`config.mk`:
```
export PLATFORM = sky130hd
export DESIGN_NAME = lcd_key_pio_in_flat
export DESIGN_NICKNAME = d
export VERILOG_FILES = /design/src/rtl/lcd_key_pio_in_if.sv /design/src/rtl/lcd_key_pio_in.sv /design/src/flat_wrapper.sv
export SDC_FILE = /design/constraint.sdc
export NUM_CORES = 1
export LEC_CHECK = 0
export ABC_AREA = 1
export CORE_MARGIN = 4
export CORE_UTILIZATION = 40
export DETAILED_ROUTE_END_ITERATION = 6
export GPL_TIMING_DRIVEN = 0
export PLACE_DENSITY = 0.71
export SETUP_SLACK_MARGIN = 0.1
export SLEW_MARGIN = 15
export SYNTH_ARGS = -nofsm -noshare
export SYNTH_HDL_FRONTEND = slang
export SYNTH_SLANG_ARGS = --single-unit
```
`constraint.sdc`:
```
create_clock -name clk -period 1.8 [get_ports clk]
set_clock_uncertainty 0.1 [all_clocks]
set_input_delay 0.36 -clock clk [delete_from_list [all_inputs] [get_ports clk]]
set_output_delay 0.36 -clock clk [all_outputs]
set_load 0.005 [all_outputs]
```
`src/rtl/lcd_key_pio_in_if.sv`:
```
// Avalon-MM slave bus bundle for lcd_key_pio_in.
// The master drives the strobes and write data; the slave returns registered read data.
interface lcd_key_pio_in_if #(
    parameter int unsigned WIDTH = 4
) ();
    logic [1:0]       address;
    logic             chipselect;
    logic             read_n;
    logic             write_n;
    logic [WIDTH-1:0] writedata;
    logic [WIDTH-1:0] readdata;

    modport master (
        output address,
        output chipselect,
        output read_n,
        output write_n,
        output writedata,
        input  readdata
    );

    modport slave (
        input  address,
        input  chipselect,
        input  read_n,
        input  write_n,
        input  writedata,
        output readdata
    );
endinterface

```
`src/rtl/lcd_key_pio_in.sv`:
```
// Key input PIO: 2-flop sync, optional per-bit debounce (LCD_KEY_DEBOUNCE_EN),
// falling-edge capture with W1C clear, masked level irq.
module lcd_key_pio_in #(
    parameter int unsigned WIDTH           = 4,
    parameter int unsigned DEBOUNCE_CYCLES = 50000,
    parameter bit          RESET_LEVEL     = 1'b1
) (
    input  logic             clk,
    input  logic             reset_n,
    lcd_key_pio_in_if.slave  bus,
    input  logic [WIDTH-1:0] in_port,
    output logic             irq
);

    localparam logic [WIDTH-1:0] IdleLevel = {WIDTH{RESET_LEVEL}};

    logic [WIDTH-1:0] meta_q;
    logic [WIDTH-1:0] sync_q;
    logic [WIDTH-1:0] data_q, data_d;
    logic [WIDTH-1:0] mask_q, mask_d;
    logic [WIDTH-1:0] edgecap_q, edgecap_d;
    logic [WIDTH-1:0] readdata_q, readdata_d;
    logic             rd_en, wr_en;

    always_ff @(posedge clk) begin
        if (!reset_n) begin
            meta_q <= IdleLevel;
            sync_q <= IdleLevel;
        end else begin
            meta_q <= in_port;
            sync_q <= meta_q;
        end
    end

`ifdef LCD_KEY_DEBOUNCE_EN
    localparam int unsigned CntW = (DEBOUNCE_CYCLES > 1) ? $clog2(DEBOUNCE_CYCLES) : 1;
    localparam logic [CntW-1:0] CntMax = CntW'(DEBOUNCE_CYCLES - 1);

    logic [WIDTH-1:0][CntW-1:0] cnt_q, cnt_d;

    // The counter only runs while sync disagrees with data, so it tops out at CntMax.
    always_comb begin
        data_d = data_q;
        cnt_d  = '0;
        for (int i = 0; i < int'(WIDTH); i++) begin
            if (sync_q[i] != data_q[i]) begin
                if (cnt_q[i] == CntMax) begin
                    data_d[i] = sync_q[i];
                end else begin
                    cnt_d[i] = cnt_q[i] + CntW'(1);
                end
            end
        end
    end

    always_ff @(posedge clk) begin
        if (!reset_n) begin
            cnt_q <= '0;
        end else begin
            cnt_q <= cnt_d;
        end
    end
`else
    always_comb begin
        data_d = sync_q;
    end
`endif

    assign rd_en = bus.chipselect & ~bus.read_n;
    assign wr_en = bus.chipselect & ~bus.write_n;

    always_comb begin
        mask_d    = mask_q;
        edgecap_d = edgecap_q;
        if (wr_en && bus.address == 2'd2) begin
            mask_d = bus.writedata;
        end
        if (wr_en && bus.address == 2'd3) begin
            edgecap_d = edgecap_q & ~bus.writedata;
        end
        // Press events are OR-ed in last so they win over a same-cycle clear.
        edgecap_d = edgecap_d | (data_q & ~data_d);
    end

    // Reads sample pre-edge state, so a same-cycle write or capture is not visible.
    always_comb begin
        readdata_d = readdata_q;
        if (rd_en) begin
            case (bus.address)
                2'd0:    readdata_d = data_q;
                2'd1:    readdata_d = '0;
                2'd2:    readdata_d = mask_q;
                default: readdata_d = edgecap_q;
            endcase
        end
    end

    always_ff @(posedge clk) begin
        if (!reset_n) begin
            data_q     <= IdleLevel;
            mask_q     <= '0;
            edgecap_q  <= '0;
            readdata_q <= '0;
        end else begin
            data_q     <= data_d;
            mask_q     <= mask_d;
            edgecap_q  <= edgecap_d;
            readdata_q <= readdata_d;
        end
    end

    assign bus.readdata = readdata_q;
    assign irq          = |(edgecap_q & mask_q);

endmodule
```
`src/flat_wrapper.sv`:
```
// flat-port wrapper written by rule: the top's interface ports become plain ports
module lcd_key_pio_in_flat 
#(
    parameter int unsigned WIDTH           = 4,
    parameter int unsigned DEBOUNCE_CYCLES = 50000,
    parameter bit          RESET_LEVEL     = 1'b1
)
  (clk, reset_n, in_port, irq, bus_address, bus_chipselect, bus_read_n, bus_write_n, bus_writedata, bus_readdata);
  lcd_key_pio_in_if #(.WIDTH(WIDTH)) bus_i ();
  input  logic clk;
  input  logic reset_n;
  input  logic [WIDTH-1:0] in_port;
  output logic irq;
  input wire logic [$bits(bus_i.address)-1:0] bus_address;
  input wire logic [$bits(bus_i.chipselect)-1:0] bus_chipselect;
  input wire logic [$bits(bus_i.read_n)-1:0] bus_read_n;
  input wire logic [$bits(bus_i.write_n)-1:0] bus_write_n;
  input wire logic [$bits(bus_i.writedata)-1:0] bus_writedata;
  output wire logic [$bits(bus_i.readdata)-1:0] bus_readdata;
  assign bus_i.address = bus_address;
  assign bus_i.chipselect = bus_chipselect;
  assign bus_i.read_n = bus_read_n;
  assign bus_i.write_n = bus_write_n;
  assign bus_i.writedata = bus_writedata;
  assign bus_readdata = bus_i.readdata;
  lcd_key_pio_in #(.WIDTH(WIDTH), .DEBOUNCE_CYCLES(DEBOUNCE_CYCLES), .RESET_LEVEL(RESET_LEVEL)) u_core (.clk(clk), .reset_n(reset_n), .bus(bus_i), .in_port(in_port), .irq(irq));
endmodule
```
==> GITHUB_STEP_SUMMARY, run 1 <==
### Yosys + OpenROAD results

| Metric | Value |
|---|---|
| Status | `finished, final reports clean` |
| Worst EP arrival | `1.16 ns` |
| Sequential power | `569 uW` |
| Final hold vios | `0` |
| Critical path's top delay family | `buffers and inverters` |
| Hold path depth | `3` |
| AO/OA Area Share | `1.96%` |
| Final Slew Violations | `0` |
| Layout cells sized above 1 | `13.6%` |
| I/O pin total | `20` |
| Residual DRC count | `0` |
| Post-layout min period | `1.62 ns` |
| Post-Layout Cell Count | `199` |
| Total GRT Usage | `13.0%` |
| CP Class | `reg -> out` |
| Buffers excl. clock | `23` |
| Reg power frac | `52.5%` |
| Setup Buffers After CTS | `1` |
| Crit-path cells | `clkdlybuf4s50_1` |
| Psw | `238 uW` |
| Comb gates | `93` |
| Placed Area | `1230 um2` |
| Final core occ | `52.8%` |
| Worst-Skew Late Latency | `0.31 ns` |
| GR Overflow Total | `0` |
| Clock root buffer | `clkbuf_4` |
| Sw frac | `22.0%` |
| Power per Cell Area | `837 nW/um2` |
| Clock share of power | `35.7%` |
| Max Freq | `618 MHz` |
| Antenna violations before repair | `0` |
| Worst Setup EP | `bus_readdata[2]` |
| DR top layer | `met4` |
| First-pass GRT wire length | `3520 um` |
| CTS Buffer Depth | `2` |
| Int Pwr | `847 uW` |
| Placed Instances | `194` |
| Reg-to-reg endpoint | `u_core.bus.readdata[0]` |
| Mean post-synth cell area | `6.94 um2` |
| Cell Type Count | `13` |
| Comb area share | `31.8%` |
| RSZ-0062 raised after global routing | `false` |
| Adder share | `0%` |
| CP Depth | `1` |
| R2R depth | `5` |
| Synth async-reset ratio | `0%` |
| Clkbuf count | `3` |
| Worst setup margin | `0.182 ns` |
| # rows | `18` |
| Top cells by count, synth | `nand2_1, dfxtp_1, inv_1` |
| Netlist Area Pre-Place | `1020 um2` |
| Data required time of the worst path | `1.34 ns` |
| Dominant kind of cell by area | `registers` |
| Gate power share | `11.9%` |
| Die Width | `58.5 um` |
| Top logic family | `simple AND/OR/NAND/NOR gates` |
| Hold crit path type | `in -> reg` |
| Flop count | `24` |
| Post-route antenna net violation count | `0` |
| Final GP Congestion | `0.794` |
| NonClk Buf Share | `16.2%` |
| Slowest CP cell | `clkdlybuf4s50_1` |
| Clock Sinks | `24` |
| Power Clock | `387 uW` |
| Tightest Pin Transition | `0.252 ns` |
| WL/cell | `10.0 um` |
| Hold Path Sink | `u_core.bus.readdata[3]` |
| # Taps | `30` |
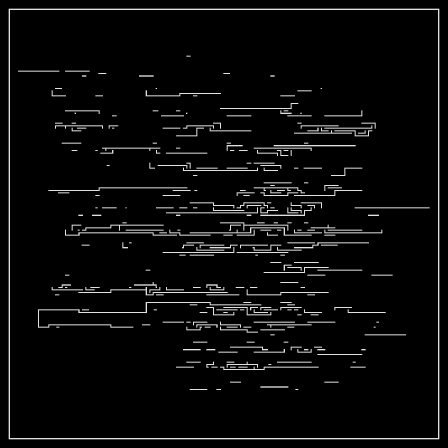
Fig. 1. Metal 1 (run 1).
wire length on this layer: 866 um
longest straight run: 12.4 um
nets with wire on the layer: 165
main direction: horizontal
final wirelength: 1990 um
Global Route met1 Usage: 14.8%
via count: 901

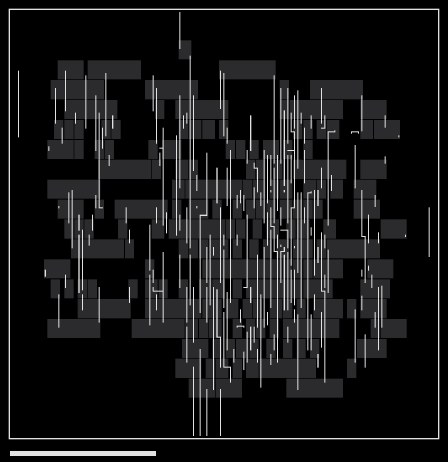
Fig. 2. Met2 routing (run 1).
The bar under the picture is 20 um long.
wire length on this layer: 998 um
nets with wire on the layer: 145
share of all routed wire: 50%
main direction: vertical
longest straight run: 26.2 um
grt met2 use: 23.9%

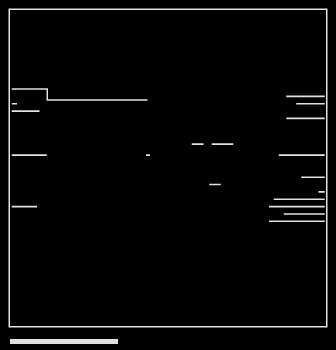
Fig. 3. Met3 routing (run 1).
The bar under the picture is 20 um long.
main direction: horizontal
nets with wire on the layer: 18
longest straight run: 18.4 um
share of all routed wire: 5.9%
global routing usage on met3: 2.41%

==> run 2, diff against run 1 <==
Settings changed: CORE_UTILIZATION 40 to 44, PLACE_DENSITY 0.71 to 0.79.
Clock period 1.8 ns to 1.3 ns, I/O delays scaled along.
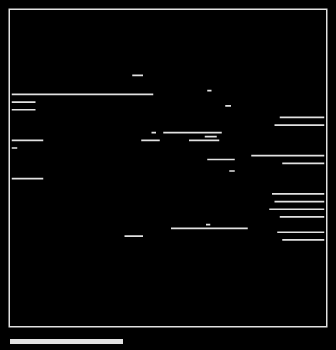
Fig. 4. Met3 routing (run 2).
The bar under the picture is 20 um long.
wire length on this layer: 174 um
main direction: horizontal
share of all routed wire: 8.3%
longest straight run: 24.8 um
final wirelength: 2100 um
via count: 944
global routing usage on met3: 5.10%

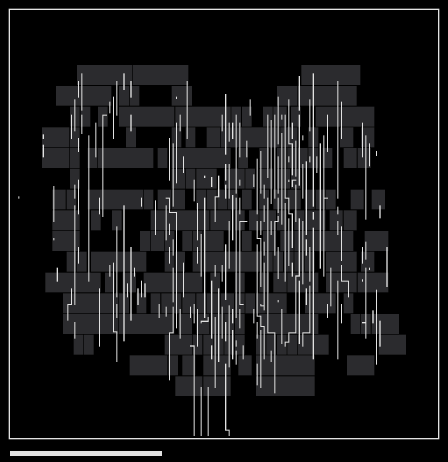
Fig. 5. Met2 routing (run 2).
The bar under the picture is 20 um long.
nets with wire on the layer: 148
longest straight run: 19.0 um
wire length on this layer: 997 um
main direction: vertical
share of all routed wire: 47%
grt met2 use: 24.7%

==> GITHUB_STEP_SUMMARY, run 2 <==
### Yosys + OpenROAD results

| Metric | Value |
|---|---|
| Placed Area | `1220 um2 (-0.20%)` |
| Sw frac | `24.0% (+2.0 points)` |
| Antenna violations before repair | `0 (unchanged)` |
| I/O pin total | `20 (unchanged)` |
| Layout cells sized above 1 | `21.8% (+8.2 points)` |
| Final hold vios | `0 (unchanged)` |
| Top logic family | `simple AND/OR/NAND/NOR gates` |
| Final GP Congestion | `0.774 (-2.5%)` |
| Failing checks | `setup timing` |
| Cell Type Count | `13 (unchanged)` |
| Setup violators final | `1` |
| Crit-path cells | `nand2_2, nand4_1, buf_2` |
| Gate power share | `13.5% (+1.6 points)` |
| Worst-Skew Late Latency | `0.31 ns (about the same)` |
| Max Freq | `763 MHz` |
| Worst Setup EP | `irq` |
| DR top layer | `met4` |
| Slowest CP cell | `dfxtp_2` |
| Status | `finished, violations left` |
| # Taps | `28 (-6.7%)` |
| Tightest Pin Transition | `0.248 ns (-0.00405 ns)` |
| Worst setup margin | `-0.0111 ns (-0.193 ns)` |
| Final core occ | `58.8% (+6.0 points)` |
| Power Clock | `386 uW (about the same)` |
| Critical path's top delay family | `flip-flops` |
| CTS Buffer Depth | `2 (unchanged)` |
| Buffers excl. clock | `28 (+22%)` |
| Final Slew Violations | `0 (unchanged)` |
| Post-route antenna net violation count | `0 (unchanged)` |
| Global Route met1 Usage | `14.5% (-0.24 points)` |
| Mean post-synth cell area | `6.94 um2 (unchanged)` |
| R2R depth | `5 (unchanged)` |
| Hold Path Sink | `u_core.bus.readdata[1]` |
| Adder share | `0% (unchanged)` |
| Int Pwr | `1.03 mW (+22%)` |
| Sequential power | `790 uW (+39%)` |
| Synth async-reset ratio | `0% (unchanged)` |
| Hold path depth | `3 (unchanged)` |
| Worst EP arrival | `0.95 ns (-0.21 ns)` |
| Top cells by count, synth | `nand2_1, dfxtp_1, inv_1` |
| Flop count | `24 (unchanged)` |
| First-pass GRT wire length | `3530 um (+0.37%)` |
| Clock root buffer | `clkbuf_4` |
| Comb gates | `93 (unchanged)` |
| GR Overflow Total | `0 (unchanged)` |
| NonClk Buf Share | `17.4% (+1.2 points)` |
| Clkbuf count | `4 (+1)` |
| Reg-to-reg endpoint | `u_core.bus.readdata[3]` |
| CP Class | `reg -> out` |
| Clock share of power | `28.4% (-7.3 points)` |
| Clock Sinks | `24 (unchanged)` |
| Comb area share | `31.8% (+0.070 points)` |
| RSZ-0062 raised after global routing | `true` |
| Residual DRC count | `0 (unchanged)` |
| Total GRT Usage | `14.1% (+1.1 points)` |
| Data required time of the worst path | `0.94 ns (-0.40 ns)` |
| Netlist Area Pre-Place | `1020 um2 (unchanged)` |
| AO/OA Area Share | `1.96% (unchanged)` |
Power figures rest on the tool's default switching activity, not on a simulated workload.
